File: src/rtl/pcr_mix_pkg.sv
// Shared types and constants for the PCR mixing-tree sequencer.
package pcr_mix_pkg;

  localparam int unsigned N_INLETS  = 8;
  localparam int unsigned N_MIXERS  = 7;
  localparam int unsigned N_XFER    = 2;
  localparam int unsigned RUN_CNT_W = 16;

  // Sequencer phases, in run order.
  typedef enum logic [3:0] {
    ST_IDLE,
    ST_FILL,
    ST_MIX1,
    ST_XFER1,
    ST_MIX2,
    ST_XFER2,
    ST_MIX3,
    ST_OUT,
    ST_FLUSH
  } state_e;

  // Reagent inlet bit positions.
  localparam int unsigned INLET_TRIS_HCL   = 0;
  localparam int unsigned INLET_KCL        = 1;
  localparam int unsigned INLET_BSA        = 2;
  localparam int unsigned INLET_GELATIN    = 3;
  localparam int unsigned INLET_PRIMER     = 4;
  localparam int unsigned INLET_DNTP       = 5;
  localparam int unsigned INLET_AMPLITAQ   = 6;
  localparam int unsigned INLET_LAMBDA_DNA = 7;

  // Mixers active per tree level (bit i drives m(i+1)).
  localparam logic [N_MIXERS-1:0] MIX_L1_MASK = 7'b0011011;
  localparam logic [N_MIXERS-1:0] MIX_L2_MASK = 7'b0100100;
  localparam logic [N_MIXERS-1:0] MIX_L3_MASK = 7'b1000000;

  // Inter-level transfer valves.
  localparam logic [N_XFER-1:0] XFER_L12_MASK = 2'b01;
  localparam logic [N_XFER-1:0] XFER_L23_MASK = 2'b10;
  localparam logic [N_XFER-1:0] XFER_ALL_MASK = 2'b11;

endpackage

File: src/rtl/phase_timer.sv
// Down-counter timing the current sequencer phase; reloaded on every phase entry.
module phase_timer #(
  parameter int unsigned CNT_W = 16
) (
  input  logic             clk,
  input  logic             rst_n,
  input  logic             load,
  input  logic [CNT_W-1:0] load_val,
  output logic             zero_c
);

  logic [CNT_W-1:0] cnt_q;

  // Load on phase entry, otherwise count down and park at zero.
  always_ff @(posedge clk or negedge rst_n) begin
    if (!rst_n) begin
      cnt_q <= '0;
    end else if (load) begin
      cnt_q <= load_val;
    end else if (cnt_q != '0) begin
      cnt_q <= cnt_q - CNT_W'(1);
    end
  end

  assign zero_c = (cnt_q == '0);

endmodule

File: src/rtl/pcr_mix_sequencer.sv
// Valve/mixer sequencer for the 8-input, 7-mixer PCR mixing tree.
module pcr_mix_sequencer
  import pcr_mix_pkg::*;
#(
  parameter int unsigned FILL_CYCLES  = 16,
  parameter int unsigned MIX_CYCLES   = 64,
  parameter int unsigned XFER_CYCLES  = 8,
  parameter int unsigned FLUSH_CYCLES = 32,
  parameter int unsigned CNT_W        = 16
) (
  input  logic        clk,
  input  logic        rst_n,
  input  logic        start,
  input  logic        abort,
  output logic [7:0]  inlet_valve,
  output logic [6:0]  mixer_en,
  output logic [1:0]  xfer_valve,
  output logic        outlet_valve,
  output logic        flush_valve,
  output logic        result_valid,
  input  logic        result_ready,
  output logic        busy,
  output logic [15:0] run_count
);

  state_e state_q;
  state_e state_d;

  logic             timer_load_c;
  logic [CNT_W-1:0] timer_val_c;
  logic             timer_zero_c;

  logic [N_INLETS-1:0] inlet_d;
  logic [N_MIXERS-1:0] mixer_d;
  logic [N_XFER-1:0]   xfer_d;
  logic                outlet_d;
  logic                flush_d;

  phase_timer #(.CNT_W(CNT_W)) u_timer (
    .clk      (clk),
    .rst_n    (rst_n),
    .load     (timer_load_c),
    .load_val (timer_val_c),
    .zero_c   (timer_zero_c)
  );

  // State register.
  always_ff @(posedge clk or negedge rst_n) begin
    if (!rst_n) begin
      state_q <= ST_IDLE;
    end else begin
      state_q <= state_d;
    end
  end

  // Next-state: timed phases advance on timer zero; abort diverts to flush.
  always_comb begin
    state_d = state_q;
    case (state_q)
      ST_IDLE:  if (start)              state_d = ST_FILL;
      ST_FILL:  if (abort)              state_d = ST_FLUSH;
                else if (timer_zero_c)  state_d = ST_MIX1;
      ST_MIX1:  if (abort)              state_d = ST_FLUSH;
                else if (timer_zero_c)  state_d = ST_XFER1;
      ST_XFER1: if (abort)              state_d = ST_FLUSH;
                else if (timer_zero_c)  state_d = ST_MIX2;
      ST_MIX2:  if (abort)              state_d = ST_FLUSH;
                else if (timer_zero_c)  state_d = ST_XFER2;
      ST_XFER2: if (abort)              state_d = ST_FLUSH;
                else if (timer_zero_c)  state_d = ST_MIX3;
      ST_MIX3:  if (abort)              state_d = ST_FLUSH;
                else if (timer_zero_c)  state_d = ST_OUT;
      ST_OUT:   if (result_ready || abort) state_d = ST_FLUSH;
      ST_FLUSH: if (timer_zero_c)       state_d = ST_IDLE;
      default:                          state_d = ST_IDLE;
    endcase
  end

  // Timer reload value for the phase being entered.
  always_comb begin
    timer_load_c = (state_d != state_q);
    timer_val_c  = '0;
    case (state_d)
      ST_FILL:                    timer_val_c = CNT_W'(FILL_CYCLES - 1);
      ST_MIX1, ST_MIX2, ST_MIX3:  timer_val_c = CNT_W'(MIX_CYCLES - 1);
      ST_XFER1, ST_XFER2:         timer_val_c = CNT_W'(XFER_CYCLES - 1);
      ST_FLUSH:                   timer_val_c = CNT_W'(FLUSH_CYCLES - 1);
      default:                    timer_val_c = '0;
    endcase
  end

  // Actuator decode for the upcoming phase, so the registers track the state.
  always_comb begin
    inlet_d  = '0;
    mixer_d  = '0;
    xfer_d   = '0;
    outlet_d = 1'b0;
    flush_d  = 1'b0;
    case (state_d)
      ST_FILL: begin
        inlet_d[INLET_TRIS_HCL]   = 1'b1;
        inlet_d[INLET_KCL]        = 1'b1;
        inlet_d[INLET_BSA]        = 1'b1;
        inlet_d[INLET_GELATIN]    = 1'b1;
        inlet_d[INLET_PRIMER]     = 1'b1;
        inlet_d[INLET_DNTP]       = 1'b1;
        inlet_d[INLET_AMPLITAQ]   = 1'b1;
        inlet_d[INLET_LAMBDA_DNA] = 1'b1;
      end
      ST_MIX1:  mixer_d  = MIX_L1_MASK;
      ST_XFER1: xfer_d   = XFER_L12_MASK;
      ST_MIX2:  mixer_d  = MIX_L2_MASK;
      ST_XFER2: xfer_d   = XFER_L23_MASK;
      ST_MIX3:  mixer_d  = MIX_L3_MASK;
      ST_OUT:   outlet_d = 1'b1;
      ST_FLUSH: begin
        flush_d = 1'b1;
        xfer_d  = XFER_ALL_MASK;
      end
      default: ;
    endcase
  end

  // Registered actuator and status outputs.
  always_ff @(posedge clk or negedge rst_n) begin
    if (!rst_n) begin
      inlet_valve  <= '0;
      mixer_en     <= '0;
      xfer_valve   <= '0;
      outlet_valve <= 1'b0;
      result_valid <= 1'b0;
      flush_valve  <= 1'b0;
      busy         <= 1'b0;
    end else begin
      inlet_valve  <= inlet_d;
      mixer_en     <= mixer_d;
      xfer_valve   <= xfer_d;
      outlet_valve <= outlet_d;
      result_valid <= outlet_d;
      flush_valve  <= flush_d;
      busy         <= (state_d != ST_IDLE);
    end
  end

  // Completed-run counter; only a handshake counts, saturating at all-ones.
  always_ff @(posedge clk or negedge rst_n) begin
    if (!rst_n) begin
      run_count <= '0;
    end else if (state_q == ST_OUT && result_ready && run_count != 16'hFFFF) begin
      run_count <= run_count + RUN_CNT_W'(1);
    end
  end

endmodule

File: config.mk
export PLATFORM = sky130hd
export DESIGN_NAME = pcr_mix_sequencer
export DESIGN_NICKNAME = d
export VERILOG_FILES = /design/src/rtl/pcr_mix_pkg.sv /design/src/rtl/phase_timer.sv /design/src/rtl/pcr_mix_sequencer.sv
export SDC_FILE = /design/constraint.sdc
export NUM_CORES = 1
export LEC_CHECK = 0
export CORE_MARGIN = 2
export CORE_UTILIZATION = 48
export DETAILED_ROUTE_END_ITERATION = 7
export GPL_TIMING_DRIVEN = 0
export PLACE_DENSITY = 0.76
export SLEW_MARGIN = 25
export SYNTH_ARGS = -nofsm -noshare
export SYNTH_HDL_FRONTEND = slang
export SYNTH_SLANG_ARGS = --single-unit
File: constraint.sdc
create_clock -name clk -period 2.15 [get_ports clk]
set_input_delay 0.43 -clock clk [delete_from_list [all_inputs] [get_ports clk]]
set_output_delay 0.43 -clock clk [all_outputs]
set_load 0.05 [all_outputs]
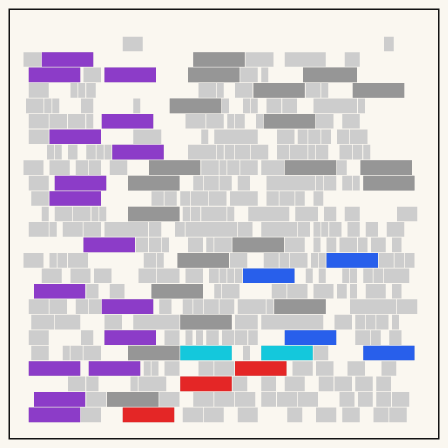
*Where the registers sit*
Other sequential cells in the stronger gray, the rest of the logic in the fainter gray.
[xfer_valve] cyan | sequential cells: 2
[state_q] blue | sequential cells: 4
[run_count] purple | sequential cells: 16
[mixer_en] red | sequential cells: 3
register share of the cell area: 34.4%
post-layout util: 68.0%
sequential standard cell area: 1130 um2
Power Sequential: 1160 uW

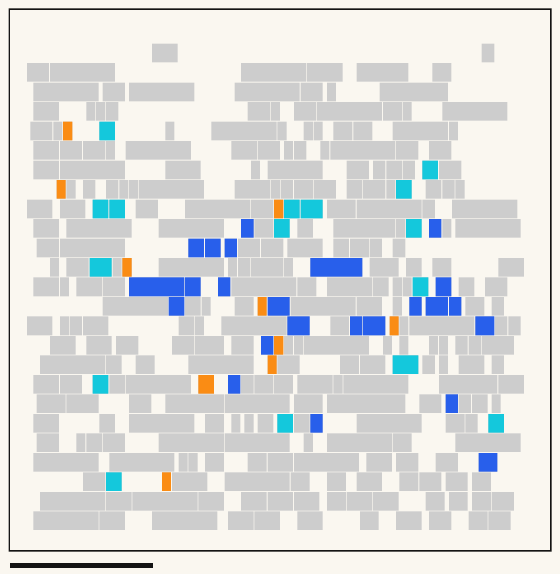
*Logic cells by family*
Bar = 20 um.
[inverters] orange | cells: 10
[AND and OR gates] cyan | cells: 16
[inverting AOI/OAI gates] blue | cells: 24
dominant logic cell type in the layout: dfrtp_1
non-filler instance count after layout: 383
logic gate fraction of the total cell area: 37.5%

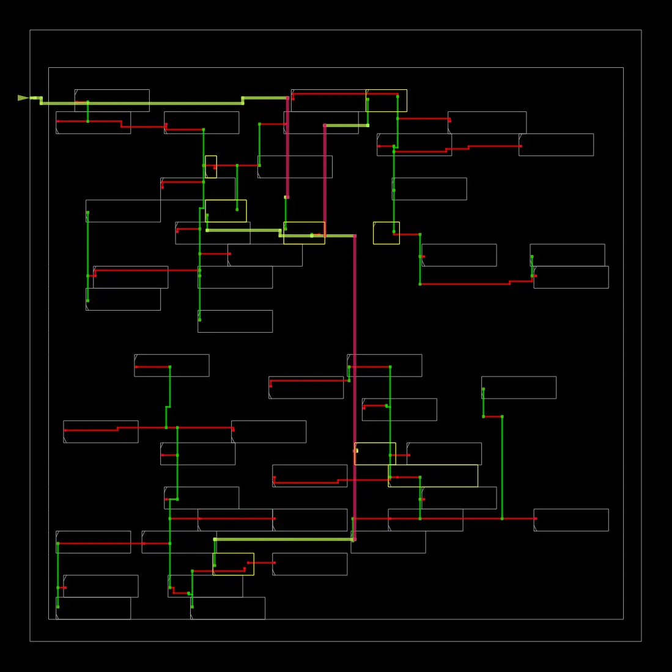
*Clock routing*
Sinks on Clock Net: 45
power in the clock group: 641 uW
total CTS buffers: 5

==> impl_results.html <==
<p>Metrics extracted from the flow reports.</p>
<table>
<tr><th>Metric</th><th>Value</th></tr>
<tr><th colspan="2">Placed design</th></tr>
<tr><td>DP HPWL</td><td>3.40 mm</td></tr>
<tr><td>Worst setup timing slack at the placement stage</td><td>-0.401 ns</td></tr>
<tr><td>Final weighted congestion in routability-driven placement</td><td>0.842</td></tr>
<tr><td>Number of port buffers</td><td>41</td></tr>
<tr><th colspan="2">Layout</th></tr>
<tr><td>Layout non-clock buf frac</td><td>20.9%</td></tr>
<tr><td>Clock buffer cells</td><td>6</td></tr>
<tr><td>Antenna Diode Count</td><td>0</td></tr>
<tr><td>Comb area</td><td>about 1200 um2</td></tr>
<tr><td>Non-clock buffer instance count of the final layout</td><td>between 70 and 80</td></tr>
<tr><td>Signal inverters</td><td>10</td></tr>
<tr><td>Layout multi-input combinational cell count</td><td>176</td></tr>
<tr><td>Finished layout cell area</td><td>3280 um2</td></tr>
<tr><td>Flip-flops</td><td>45</td></tr>
<tr><td>Layout fillers</td><td>386</td></tr>
<tr><th colspan="2">Synthesis</th></tr>
<tr><td>Number of cells in Yosys stat</td><td>251</td></tr>
<tr><td>Net count after synthesis</td><td>258</td></tr>
<tr><td>Prevailing post-synth register cell</td><td>dfrtp_1</td></tr>
<tr><td>Count of cell types in the netlist</td><td>50</td></tr>
<tr><td>Synthesized cell area</td><td>approximately 2400 um2</td></tr>
<tr><td>Number of cells produced by synthesis</td><td>about 250</td></tr>
<tr><td>Area fraction of the dominant cell type after synthesis</td><td>46.1%</td></tr>
<tr><td>Chip area line of the yosys report</td><td>2440 um2</td></tr>
<tr><td>Total number of yosys warnings</td><td>0</td></tr>
<tr><td>Number of synthesized flops with an enable pin</td><td>0</td></tr>
<tr><td>Post-synthesis sequential area ratio</td><td>46.1%</td></tr>
<tr><td>Ys async rst share</td><td>100%</td></tr>
<tr><td>Number of register bits inferred by synthesis</td><td>between 40 and 50</td></tr>
<tr><th colspan="2">Die</th></tr>
<tr><td>Total I/O pin count</td><td>42</td></tr>
<tr><td>Die extent in x</td><td>75.4 um</td></tr>
<tr><td>Tapcell Cnt</td><td>67</td></tr>
<tr><td>Overall die area</td><td>5680 um2</td></tr>
<tr><td>Vert. Die Dim</td><td>75.4 um</td></tr>
<tr><th colspan="2">Timing</th></tr>
<tr><td>Transition time of the tightest slew-check pin</td><td>0.534 ns</td></tr>
<tr><td>Clock tree skew after final layout</td><td>0.00344 ns</td></tr>
<tr><td>Clock period minus worst slack</td><td>2.12 ns</td></tr>
<tr><td>Post-route setup TNS</td><td>0 ns</td></tr>
<tr><td>Final setup viols</td><td>0</td></tr>
<tr><td>Count of endpoints failing hold in the final timing report</td><td>0</td></tr>
<tr><td>Headroom to the max-slew limit</td><td>64.1%</td></tr>
<tr><th colspan="2">Setup path</th></tr>
<tr><td>Required time of the worst setup path</td><td>2.33 ns</td></tr>
<tr><td>Critical-path cell with the highest stage delay</td><td>dfrtp_1</td></tr>
<tr><td>Kind of start point of the critical path</td><td>register</td></tr>
<tr><td>Worst reg2reg setup slack</td><td>0.03 ns</td></tr>
<tr><td>Number of cells on the worst reg-to-reg path</td><td>10</td></tr>
<tr><td>Launch instance of the worst register-to-register path</td><td>u_timer.cnt_q[1]</td></tr>
<tr><td>Crit path launch</td><td>u_timer.cnt_q[1]</td></tr>
<tr><td>Reg-to-Reg End</td><td>u_timer.cnt_q[0]</td></tr>
<tr><td>Most numerous cell on the critical path</td><td>buf_6</td></tr>
<tr><td>CP Capture Type</td><td>register</td></tr>
<tr><td>Critical Setup Path Class</td><td>reg2reg</td></tr>
<tr><td>Critical path destination</td><td>u_timer.cnt_q[0]</td></tr>
<tr><th colspan="2">Detailed routing</th></tr>
<tr><td>Number of detailed-routing iterations run before antenna repair</td><td>6</td></tr>
<tr><td>Routed wirelength normalized by instance count</td><td>13.7 um</td></tr>
<tr><td>Antenna Nets Post-Route</td><td>0</td></tr>
<tr><td>Iteration-0 DRC Markers</td><td>~110</td></tr>
<tr><td>Ratio of routed vias to standard cells</td><td>5.21</td></tr>
<tr><th colspan="2">CTS</th></tr>
<tr><td>Resize count post-CTS</td><td>17</td></tr>
<tr><td>Number of buffers inserted for hold repair after clock tree synthesis</td><td>0</td></tr>
<tr><td>Latency at later pin</td><td>approximately 0.3 ns</td></tr>
<tr><td>Clock tree from TritonCTS</td><td>yes</td></tr>
<tr><td>Library cell used as clock root buffer</td><td>clkbuf_8</td></tr>
<tr><th colspan="2">Flow run</th></tr>
<tr><td>Max-capacitance violation count</td><td>0</td></tr>
<tr><td>Tool warnings</td><td>27</td></tr>
<tr><th colspan="2">Global route</th></tr>
<tr><td>Via count of the first global-routing pass</td><td>roughly 1.9k</td></tr>
<tr><td>GR Overflow Total</td><td>0</td></tr>
<tr><td>GR Util All Layers</td><td>19.6%</td></tr>
<tr><td>Wire length of the first global-routing pass</td><td>8.50 mm</td></tr>
<tr><th colspan="2">Run status</th></tr>
<tr><td>Status</td><td>finished, final reports clean</td></tr>
<tr><th colspan="2">Pwr</th></tr>
<tr><td>Flop pwr share</td><td>30.0%</td></tr>
<tr><td>Largest vdd supply drop</td><td>~0.00072 V</td></tr>
<tr><td>Cell-internal power</td><td>2240 uW</td></tr>
<tr><td>Switching share of power</td><td>42.4%</td></tr>
<tr><td>Switching pwr</td><td>1650 uW</td></tr>
</table>
cell usage after synthesis (9+ instances only):
| master | n |
|---|---|
| xnor2_1 | 15 |
| xor2_1 | 14 |
| dfrtp_1 | 45 |
| nand3_1 | 12 |
| nor2_1 | 35 |
| inv_1 | 9 |
| nor3_1 | 11 |
| nand2_1 | 16 |
| buf_4 | 13 |
placed cells by master, fill, tap and decap left out, types with 7 or more instances in the layout:
master	netlist	final
nor3_1	11	10
nand3_1	12	10
clkdlybuf4s50_1	0	32
inv_1	9	8
buf_4	13	29
xor2_1	14	14
dfrtp_1	45	44
nor2_1	35	34
nand2_1	16	15
dlygate4sd2_1	0	7
xnor2_1	15	15
sequential cells by signal, summed over array words and instances, names as in the netlist:
signal	count
run_count	16
inlet_valve	1
flush_valve	1
mixer_en	3
state_q	4
result_valid	1
u_timer.cnt_q	16
busy	1
xfer_valve	2
logic make-up after synthesis:
logic type	count (synthesis)	synth area share, %
AND/OR/NAND/NOR	113	24.4
flip-flops	45	46.1
buffers and inverters	30	7.53
AND-OR/OR-AND	29	8.60
XOR/XNOR	29	10.4
multiplexers	3	1.95
adder cells (fa/ha/maj)	2	1.02
metal layers:
layer | wire length [um] | up-vias | track usage [%]
met5 | 0 | - | 0
met4 | 63 | 0 | 6.24
met3 | 296 | 7 | 3.84
met2 | 2560 | 55 | 31.6
met1 | 2340 | 954 | 26.9
li1 | - | 980 | -
worst max-delay path: cells and delay by family, from the launching register on:
family	cells	cell delay, ns
AOI/OAI and AO/OA	2	0.34
adders and majority gates	1	0.18
buffers and inverters	3	0.36
DFF	1	0.37
muxes	1	0.17
and+or+nand+nor	3	0.59
No activity file was given, so power comes from the tool's default toggle rates.
